==> config.mk <==
export PLATFORM = sky130hd
export DESIGN_NAME = seg7_scan_ctrl_flat
export DESIGN_NICKNAME = d
export VERILOG_FILES = /design/src/rtl/seg7_scan_ctrl_if.sv /design/src/rtl/seg7_scan_ctrl.sv /design/src/flat_wrapper.sv
export SDC_FILE = /design/constraint.sdc
export NUM_CORES = 1
export LEC_CHECK = 0
export CAP_MARGIN = 20
export CORE_MARGIN = 3
export CORE_UTILIZATION = 63
export CTS_CLUSTER_SIZE = 8
export DETAILED_ROUTE_END_ITERATION = 10
export HOLD_SLACK_MARGIN = 0.03
export PLACE_DENSITY_LB_ADDON = 0.25
export SETUP_SLACK_MARGIN = 0.02
export SLEW_MARGIN = 20
export SYNTH_ARGS = -nofsm -noshare
export SYNTH_HDL_FRONTEND = slang
export SYNTH_SLANG_ARGS = --single-unit
==> constraint.sdc <==
create_clock -name clk -period 18.2 [get_ports clk]
set_input_delay 5.46 -clock clk [delete_from_list [all_inputs] [get_ports clk]]
set_output_delay 5.46 -clock clk [all_outputs]
set_load 0.02 [all_outputs]
==> src/rtl/seg7_scan_ctrl_if.sv <==
// rtl/seg7_scan_ctrl_if.sv - pattern write / commit port of the seven-segment scan controller
interface seg7_scan_ctrl_if;
    logic       wr_en;
    logic [2:0] wr_addr;
    logic [7:0] wr_data;
    logic       commit;
    logic       commit_ack;

    modport master (
        output wr_en,
        output wr_addr,
        output wr_data,
        output commit,
        input  commit_ack
    );

    modport slave (
        input  wr_en,
        input  wr_addr,
        input  wr_data,
        input  commit,
        output commit_ack
    );
endinterface

==> src/rtl/seg7_scan_ctrl.sv <==
// rtl/seg7_scan_ctrl.sv - double-buffered 8-digit seven-segment refresh scheduler
module seg7_scan_ctrl #(
    parameter int SCAN_DIV     = 100000,
    parameter int DEAD_CYC     = 2000,
    parameter int BLINK_FRAMES = 125
) (
    input  logic              clk,
    input  logic              rst,
    input  logic              en,
    input  logic [7:0]        blink_mask,
    seg7_scan_ctrl_if.slave   host,
    output logic              frame_done,
    output logic [7:0]        seg0,
    output logic [7:0]        seg1,
    output logic [7:0]        dig_sel
);

    localparam int DW = (SCAN_DIV > 1) ? $clog2(SCAN_DIV) : 1;
    localparam int FW = (BLINK_FRAMES > 1) ? $clog2(BLINK_FRAMES) : 1;

    logic [7:0]    shadow [8];
    logic [7:0]    active [8];
    logic [DW-1:0] div_cnt;
    logic [1:0]    slot;
    logic [FW-1:0] frame_cnt;
    logic          blink_phase;
    logic          pending;

    logic          div_last;
    logic          fe;
    logic          do_copy;
    logic          lit;
    logic [7:0]    nxt_dig;
    logic [7:0]    nxt_seg0;
    logic [7:0]    nxt_seg1;

    assign div_last = (div_cnt == DW'(SCAN_DIV - 1));
    assign fe       = en && div_last && (slot == 2'd3);
    assign do_copy  = fe && (pending || host.commit);
    assign lit      = en && (div_cnt >= DW'(DEAD_CYC));

    // Both groups share the slot index; digit slot+4 drives the DN1 bus.
    always_comb begin
        nxt_dig  = 8'h00;
        nxt_seg0 = 8'h00;
        nxt_seg1 = 8'h00;
        if (lit) begin
            nxt_dig[{1'b0, slot}] = 1'b1;
            nxt_dig[{1'b1, slot}] = 1'b1;
            if (!(blink_mask[{1'b0, slot}] && blink_phase))
                nxt_seg0 = active[{1'b0, slot}];
            if (!(blink_mask[{1'b1, slot}] && blink_phase))
                nxt_seg1 = active[{1'b1, slot}];
        end
    end

    always_ff @(posedge clk or posedge rst) begin
        if (rst) begin
            for (int i = 0; i < 8; i++) begin
                shadow[i] <= 8'h00;
                active[i] <= 8'h00;
            end
            div_cnt         <= '0;
            slot            <= 2'd0;
            frame_cnt       <= '0;
            blink_phase     <= 1'b0;
            pending         <= 1'b0;
            frame_done      <= 1'b0;
            host.commit_ack <= 1'b0;
            seg0            <= 8'h00;
            seg1            <= 8'h00;
            dig_sel         <= 8'h00;
        end else begin
            if (host.wr_en)
                shadow[host.wr_addr] <= host.wr_data;

            if (!en) begin
                div_cnt <= '0;
                slot    <= 2'd0;
            end else if (div_last) begin
                div_cnt <= '0;
                slot    <= slot + 2'd1;
            end else begin
                div_cnt <= div_cnt + 1'b1;
            end

            if (fe) begin
                if (frame_cnt == FW'(BLINK_FRAMES - 1)) begin
                    frame_cnt   <= '0;
                    blink_phase <= ~blink_phase;
                end else begin
                    frame_cnt <= frame_cnt + 1'b1;
                end
            end

            // The copy reads shadow before this edge, so a same-edge write waits for the next commit.
            if (do_copy) begin
                for (int i = 0; i < 8; i++)
                    active[i] <= shadow[i];
                pending <= 1'b0;
            end else if (host.commit) begin
                pending <= 1'b1;
            end

            frame_done      <= fe;
            host.commit_ack <= do_copy;
            dig_sel         <= nxt_dig;
            seg0            <= nxt_seg0;
            seg1            <= nxt_seg1;
        end
    end

endmodule

==> src/flat_wrapper.sv <==
// flat-port wrapper written by rule: the top's interface ports become plain ports
module seg7_scan_ctrl_flat 
#(
    parameter int SCAN_DIV     = 100000,
    parameter int DEAD_CYC     = 2000,
    parameter int BLINK_FRAMES = 125
)
  (clk, rst, en, blink_mask, frame_done, seg0, seg1, dig_sel, host_wr_en, host_wr_addr, host_wr_data, host_commit, host_commit_ack);
  seg7_scan_ctrl_if host_i ();
  input  logic clk;
  input  logic rst;
  input  logic en;
  input  logic [7:0] blink_mask;
  output logic frame_done;
  output logic [7:0] seg0;
  output logic [7:0] seg1;
  output logic [7:0] dig_sel;
  input wire logic [$bits(host_i.wr_en)-1:0] host_wr_en;
  input wire logic [$bits(host_i.wr_addr)-1:0] host_wr_addr;
  input wire logic [$bits(host_i.wr_data)-1:0] host_wr_data;
  input wire logic [$bits(host_i.commit)-1:0] host_commit;
  output wire logic [$bits(host_i.commit_ack)-1:0] host_commit_ack;
  assign host_i.wr_en = host_wr_en;
  assign host_i.wr_addr = host_wr_addr;
  assign host_i.wr_data = host_wr_data;
  assign host_i.commit = host_commit;
  assign host_commit_ack = host_i.commit_ack;
  seg7_scan_ctrl #(.SCAN_DIV(SCAN_DIV), .DEAD_CYC(DEAD_CYC), .BLINK_FRAMES(BLINK_FRAMES)) u_core (.clk(clk), .rst(rst), .en(en), .blink_mask(blink_mask), .host(host_i), .frame_done(frame_done), .seg0(seg0), .seg1(seg1), .dig_sel(dig_sel));
endmodule
==> ds_physical_params.txt, run 1 <==
Table: implementation figures

Parameter                              Value

Final timing
  Slew HR .................. 25.2%
  RSZ-0062 raised after global routing .................. no
  Maximum achievable frequency .................. between 100 and 150 MHz
  Final Critical Period .................. approximately 7400 ps
  Final setup viols .................. 0

Clocking
  Hold-fix buffers at CTS .................. 0
  CTS Root Buffer Type .................. sky130_fd_sc_hd__clkbuf_16
  Clock-pin slew on the worst setup and hold paths .................. 60 ps

Outcome
  Run status .................. complete, no violations

Floorplan
  Fp util .................. between 60% and 70%
  Core Box Area .................. between 0.01 and 0.015 mm2
  Number of placement rows .................. 39

Detailed routing
  Routed WL per cell .................. between 15 and 20 um
  DRC violation count after routing .................. 0

Yosys
  Most used flip-flop cell .................. sky130_fd_sc_hd__dfrtp_1
  Combined area of all synthesized cells .................. 0.00748 mm2
  YS chip area .................. 0.00748 mm2

Finish
  Final Net Count .................. roughly 580
  Final Instance Count excl. Fillers .................. 704

Power
  Leakage power .................. 3.92 nW

Min path
  Worst hold path startpoint .................. u_core.active[23]

Setup path
  R2R Path Start .................. u_core.slot[1]

GRT
  First-pass GRT wire length .................. between 20 and 25 mm
-- run 1: area by class of cell --
class                           count  share of cell area (%)
Sequential cell                   178                    51.5
Multi-Input combinational cell    291                    32.8
Timing Repair Buffer               52                    5.93
Clock buffer                       22                    5.48
Tap cell                          143                    2.07
Clock inverter                      9                    1.78
Inverter                            9                   0.448
-- run 1: kinds of logic after synthesis --
kind of cell               Yosys count  synth area share (%)
DFF                                178                  59.6
muxes                              149                  25.1
and+or+nand+nor                    100                  7.75
buffers and inverters               33                  2.49
AOI/OAI and AO/OA                   17                  1.71
xor gates and xnor gates            17                  1.99
adders and majority gates            8                  1.34
-- run 1: flip-flops by register name (all words and copies together) (netlist names), 2 cells and up --
register,cells
u_core.active,64
u_core.shadow,64
u_core.div_cnt,17
u_core.seg0,8
u_core.seg1,8
u_core.frame_cnt,7
u_core.dig_sel,4
u_core.slot,2
-- run 1: stage by stage --
step                      utilization [%]  total power [mW]  cell area, um2  worst slack, ps
after floorplan                         -             0.484            7480             7910
after detailed placement             69.7             0.504            8030            10370
after CTS                            75.2             0.889            8650            10800
after global placement               69.7             0.497            8030            10400
final                                75.2             0.880            8650            10770
after global routing                 75.2             0.913            8650            10650
-- run 1: worst max-delay path: cells and delay by family --
kind	cells	cell delay [ps]
mux	1	420
buf+inv	2	1330
simple gates	2	480
-- run 1: report_power, final --
part	switching, mW	total, mW	internal [mW]	leakage, nW
sequential	0.0167	0.444	0.428	2.35
clock	0.144	0.384	0.240	0.302
combinational	0.0225	0.0522	0.0297	1.26
-- run 1: metal layers --
metal  GRT usage (%)  part of all wire, %  routed length (um)  up-vias
met5               0                    0                   0        -
met4            7.20                  1.1                 148        0
met3            6.21                  4.0                 556       15
met2            38.4                   51                7080       79
met1            30.0                   44                6030     2173
li1                -                    -                   -     1899
Run 1, zoomed window:
Region (74, 74) to (99, 99) um. Cells in grey, sequential cells in the stronger grey; small squares are vias.
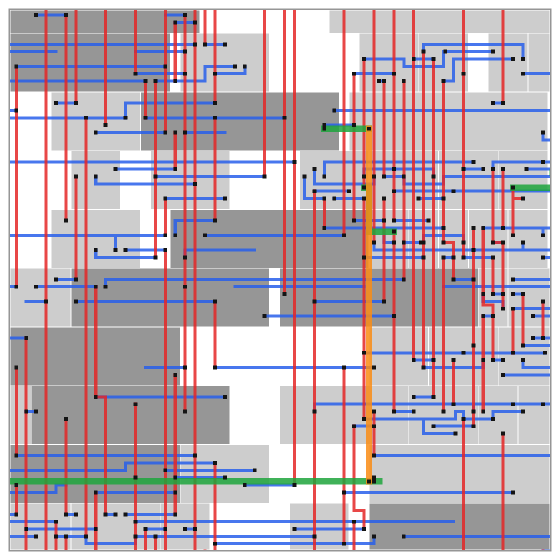
legend:
  M2:
    colour: red
  M3:
    colour: green
  M4:
    colour: orange
  M1:
    colour: blue
cells with their middle in the window: 42
sequential cells in the window: 9
netlist names of flops here include: u_core.active (3), u_core.frame_cnt (3)
most frequent: dfrtp_1 (9), o41ai_1 (5), mux2_1 (4)

Run 1, gate families picked out:
Drawn at 2 px/um.
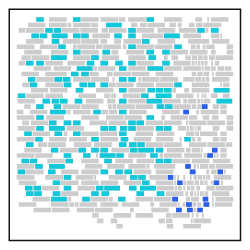
legend:
  mux cells:
    colour: cyan
    cells: 149
  xor and xnor cells:
    colour: blue
    cells: 17

Run 1, congestion heat map:
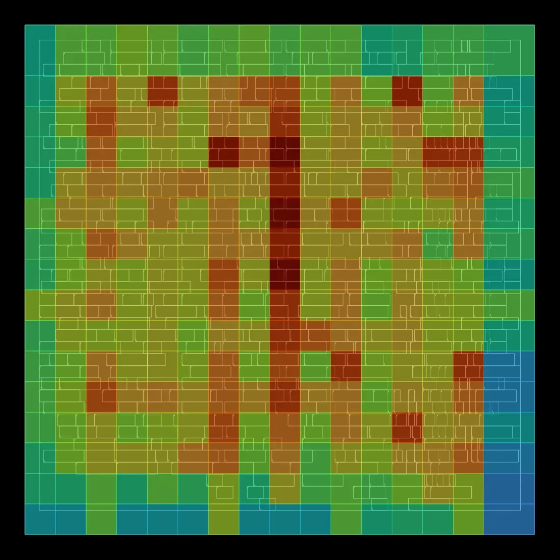
utilization of the core after routing: 75.2%
met1 Usage GRT: 30.0%

--- run 2 (diff from run 1) ---
--- a/config.mk
+++ b/config.mk
@@ -7,7 +7,7 @@
 export LEC_CHECK = 0
 export CAP_MARGIN = 20
 export CORE_MARGIN = 3
-export CORE_UTILIZATION = 63
+export CORE_UTILIZATION = 53
 export CTS_CLUSTER_SIZE = 8
 export DETAILED_ROUTE_END_ITERATION = 10
 export HOLD_SLACK_MARGIN = 0.03
==> constraint.sdc (replaced) <==
create_clock -name clk -period 5.99 [get_ports clk]
set_input_delay 1.797 -clock clk [delete_from_list [all_inputs] [get_ports clk]]
set_output_delay 1.797 -clock clk [all_outputs]
set_load 0.02 [all_outputs]
==> run 2 against run 1 <==
- area after synthesis is the same
- routed wire length is 1.6% lower
- die size is 18% higher
- sequential power increased to 3.0 times the previous value
- non-clock buffer count increased by 1
- synthesized cell count is the same
==> ds_physical_params.txt, run 2 <==
Table: implementation figures

Parameter                              Value

Final timing
  Slew HR .................. a little under a third
  RSZ-0062 raised after global routing .................. no
  Maximum achievable frequency .................. 265 MHz
  Post-route setup slack .................. between 2000 and 2500 ps
  Final Critical Period .................. roughly 3800 ps

Outcome
  Run status .................. complete, no violations

Power
  P_sw .................. roughly 0.58 mW
  Combinational Power Share .................. 6.0%
  Tot Pwr .................. about 2.6 mW
  Leakage power .................. about 4 nW
  Sequential fraction of design power .................. between 50 and 60%
  Switching part of the total .................. a little over a fifth
  Internal .................. ~2 mW

Place
  Post-placement worst setup slack .................. about 1800 ps
  Cell area reported after detailed placement .................. 0.00809 mm2

Detailed routing
  DRC violation count after routing .................. 0
  Wire length on met1 .................. about 6.1 mm
  Highest metal used .................. met4

Finish
  Count of sequential standard cells .................. 178
  Relative area of non-clock buffer cells in the final design .................. ~6%
  Inverters .................. 9
  Registers with the most flip-flops .................. u_core.active (64), u_core.shadow (64), u_core.div_cnt (17)
  Layout clock buffers .................. 23

Clocking
  Clock-pin slew on the worst setup and hold paths .................. roughly 70 ps
  Hold-fix buffers at CTS .................. 0

Floorplan
  Well-Tap Cells .................. about 180

Setup path
  R2R Path Start .................. u_core.div_cnt[0]

Yosys
  Combined area of all synthesized cells .................. around 0.0075 mm2
[run 2: per-stage QoR]
stage	instances	utilization [%]
finish	739	64.4
global route	739	64.4
CTS	739	64.4
detailed placement	707	59.9
global placement	707	59.9
floorplan	502	-
[run 2: worst min-delay path by stage]
| stage | endpoint | slack [ps] | cells after the start |
|---|---|---|---|
| global placement | u_core.active[18] | 460 | 1 |
| floorplan | u_core.active[15] | 450 | 1 |
| CTS | u_core.active[46] | 490 | 1 |
| detailed placement | u_core.active[46] | 470 | 1 |
| finish | u_core.active[50] | 480 | 1 |
| global route | u_core.active[57] | 500 | 1 |
[run 2: power by group through the flow]
stage                     clock network [mW]  registers (mW)  logic [mW]
final                                   1.13            1.35       0.158
after floorplan                            0            1.35       0.118
after CTS                               1.15            1.35       0.162
after detailed placement                   0            1.37       0.161
after global placement                     0            1.36       0.153
after global routing                    1.20            1.36       0.177
[run 2: cells by family after synthesis]
kind of cell | synth area share (%)
mux | 25.1
xor+xnor | 1.99
compound gates | 1.71
simple gates | 7.75
fa+ha+maj | 1.34
flops | 59.6
buf+inv | 2.49
[run 2: worst max-delay path, cell delays in order]
cell,delay [ps]
sky130_fd_sc_hd__clkdlybuf4s50_1,630
sky130_fd_sc_hd__nand2_1,270
sky130_fd_sc_hd__nor3_4,210
sky130_fd_sc_hd__buf_4,700
sky130_fd_sc_hd__mux2_2,430
[run 2: metal layers]
| layer | vias up | track usage (%) |
|---|---|---|
| li1 | 1904 | - |
| met3 | 9 | 4.63 |
| met2 | 85 | 30.5 |
| met4 | 0 | 4.84 |
| met1 | 2175 | 25.7 |
| met5 | - | 0 |
Run 2, gate families picked out:
Drawn at 2 px/um.
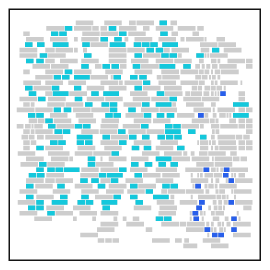
legend:
  xor and xnor cells:
    colour: blue
    cells: 17
    where: bottom right
  mux cells:
    colour: cyan
    cells: 149
most numerous logic cell after layout: sky130_fd_sc_hd__dfrtp_1
Final Instance Count excl. Fillers: 739
logic gate fraction of the total cell area: 32.7%

--- run 3 (diff from run 2) ---
--- a/config.mk
+++ b/config.mk
@@ -7,7 +7,7 @@
 export LEC_CHECK = 0
 export CAP_MARGIN = 20
 export CORE_MARGIN = 3
-export CORE_UTILIZATION = 53
+export CORE_UTILIZATION = 59
 export CTS_CLUSTER_SIZE = 8
 export DETAILED_ROUTE_END_ITERATION = 10
 export HOLD_SLACK_MARGIN = 0.03
==> constraint.sdc (replaced) <==
create_clock -name clk -period 3.7 [get_ports clk]
set_input_delay 1.11 -clock clk [delete_from_list [all_inputs] [get_ports clk]]
set_output_delay 1.11 -clock clk [all_outputs]
set_load 0.02 [all_outputs]
==> run 3 against run 2 <==
- hold slack barely moved
- global-route usage rose by 2.7 points
- die size fell by 9.7%
- utilization rose by 7.3 points
- final cell count fell by 0.27%
- non-clock buffer count rose by 7
- sequential power rose by 61%
- sequential share of layout area fell by 0.36 points
- register-to-register slack got worse by 1700 ps
- critical path type unchanged
- largest cell class unchanged
==> ds_physical_params.txt, run 3 <==
Table: implementation figures

Parameter                              Value

Outcome
  Run status .................. complete, no violations

Setup path
  Cell at the slowest stage of the critical path .................. sky130_fd_sc_hd__clkdlybuf4s50_1
  Delay contributed by the slowest stage of the critical path .................. about 650 ps
  Cell Chain, Critical Path .................. clkdlybuf4s50_1, nand2_1, nor3_4, buf_12, mux2_1
  Class of the most critical setup path .................. in2reg

Power
  Clock network fraction of design power .................. 42.7%
  Tot Pwr .................. about 4.3 mW
  P_sw .................. between 0.9 and 1 mW
  Internal .................. around 3.3 mW
  Sequential fraction of design power .................. between 50% and 60%
  Leakage power .................. roughly 4 nW
  Switching part of the total .................. between 20% and 30%
  Combinational Power Share .................. roughly 6.1%

Detailed routing
  DRC violation count after routing .................. 0
  Routed WL per cell .................. between 15 and 20 um
  Post-Route WL .................. around 14 mm

Floorplan
  Core Box Area .................. 0.0122 mm2
  Number of placement rows .................. approximately 40

Clocking
  Hold-fix buffers at CTS .................. 0
  Clock-pin slew on the worst setup and hold paths .................. approximately 60 ps
  Number of buffers inserted to repair setup after CTS .................. 0
  CTS Root Buffer Type .................. sky130_fd_sc_hd__clkbuf_16

Finish
  Final Instance Count excl. Fillers .................. approximately 740
  Final Net Count .................. approximately 590
  Utilization of the core after routing .................. 71.7%
  Share of layout cells above drive strength 1 .................. about a quarter
  Final non-filler cell area .................. between 0.008 and 0.009 mm2

Place
  Count of buffers inserted at the top-level ports .................. 49
  Post-placement worst setup slack .................. around 430 ps
  Placed Cells .................. 706
  Cell area reported after detailed placement .................. 0.00815 mm2

Final timing
  Final setup viols .................. 0
  Final Critical Period .................. 2920 ps
  Maximum achievable frequency .................. between 300 and 400 MHz
  Slew HR .................. between 50% and 60%
  Post-route setup slack .................. between 700 and 800 ps
  Sum Neg Setup Slack .................. 0 ps

Min path
  Classification of the worst-slack hold path .................. reg2reg
  Hold Path Stages .................. 1

GRT
  First-pass GRT wire length .................. 23.5 mm

Yosys
  Most used flip-flop cell .................. sky130_fd_sc_hd__dfrtp_1
  Largest area contributor in the synthesized netlist .................. sky130_fd_sc_hd__dfrtp_1
  YS chip area .................. between 0.007 and 0.008 mm2
  Combined area of all synthesized cells .................. 0.00748 mm2
==> run 3: kinds of logic (layout without fill, tap and decap cells) <==
kind of cell / Yosys count / count (layout) / synth area share (%)
fa+ha+maj: 8 / 8 / 1.34
flops: 178 / 178 / 59.6
simple gates: 100 / 100 / 7.75
xor+xnor: 17 / 17 / 1.99
buf+inv: 33 / 100 / 2.49
compound gates: 17 / 17 / 1.71
mux: 149 / 149 / 25.1
==> run 3: cell type report <==
class / count / area [um2] / share of cell area, %
clock inverters: 11 / 154 / 1.76
well taps: 168 / 210 / 2.40
flip-flops and latches: 178 / 4450 / 50.9
clock buffers: 20 / 447 / 5.10
multi-input cells: 291 / 2840 / 32.5
inverters: 9 / 37.5 / 0.429
repair buffers: 60 / 611 / 6.97
==> run 3: final timing paths <==
| kind | start | end |
|---|---|---|
| worst max register to register | u_core.div_cnt[0] | u_core.active[7] |
| max in group asynchronous | rst | u_core.shadow[13] |
| worst max-delay path | en | u_core.active[7] |
| worst min register to register | u_core.active[59] | u_core.active[59] |
| min in group asynchronous | rst | u_core.div_cnt[7] |
| worst min-delay path | u_core.active[59] | u_core.active[59] |
==> run 3: worst max-delay path: cells and delay by family <==
family / cells / cell delay [ps]
buf+inv: 2 / 950
mux: 1 / 370
simple gates: 2 / 770
==> run 3: power by group through the flow <==
stage	sequential [mW]	clock, mW	combinational (mW)
2_1_floorplan	2.19	0	0.191
3_5_place_dp	2.22	0	0.264
5_1_grt	2.20	1.93	0.291
3_3_place_gp	2.20	0	0.249
4_1_cts	2.18	1.85	0.267
6_report	2.18	1.82	0.260
==> run 3: metal layers <==
layer  vias up  track usage (%)  part of all wire [%]
li1       1918                -                     -
met1      2203             27.4                    42
met2        92             36.4                    52
met3        20             4.50                   3.6
met4         0             7.82                   1.8
met5         -                0                     0
Run 3, zoomed window:
Region (76, 76) to (101, 101) um. Cells in grey, sequential cells in the stronger grey; small squares are vias.
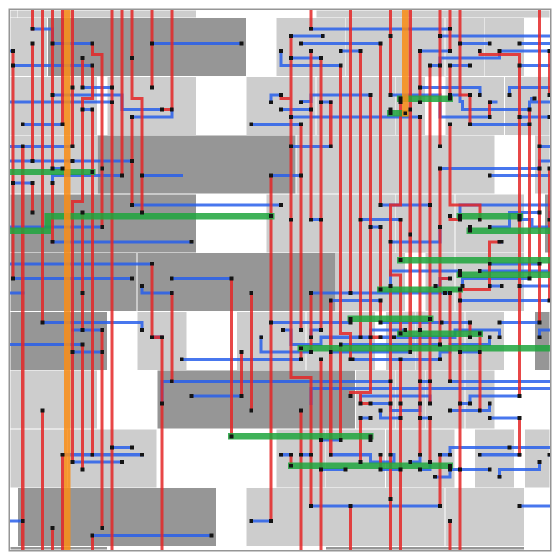
legend:
  M1:
    colour: blue
  M3:
    colour: green
  M2:
    colour: red
  M4:
    colour: orange
cells with their middle in the window: 44
most frequent: dfrtp_1 (7), o41ai_1 (5), nand2_1 (3)
netlist names of flops here include: u_core.active (4), u_core.frame_cnt (2)
sequential cells in the window: 7

Power and IR drop assume default switching activity.
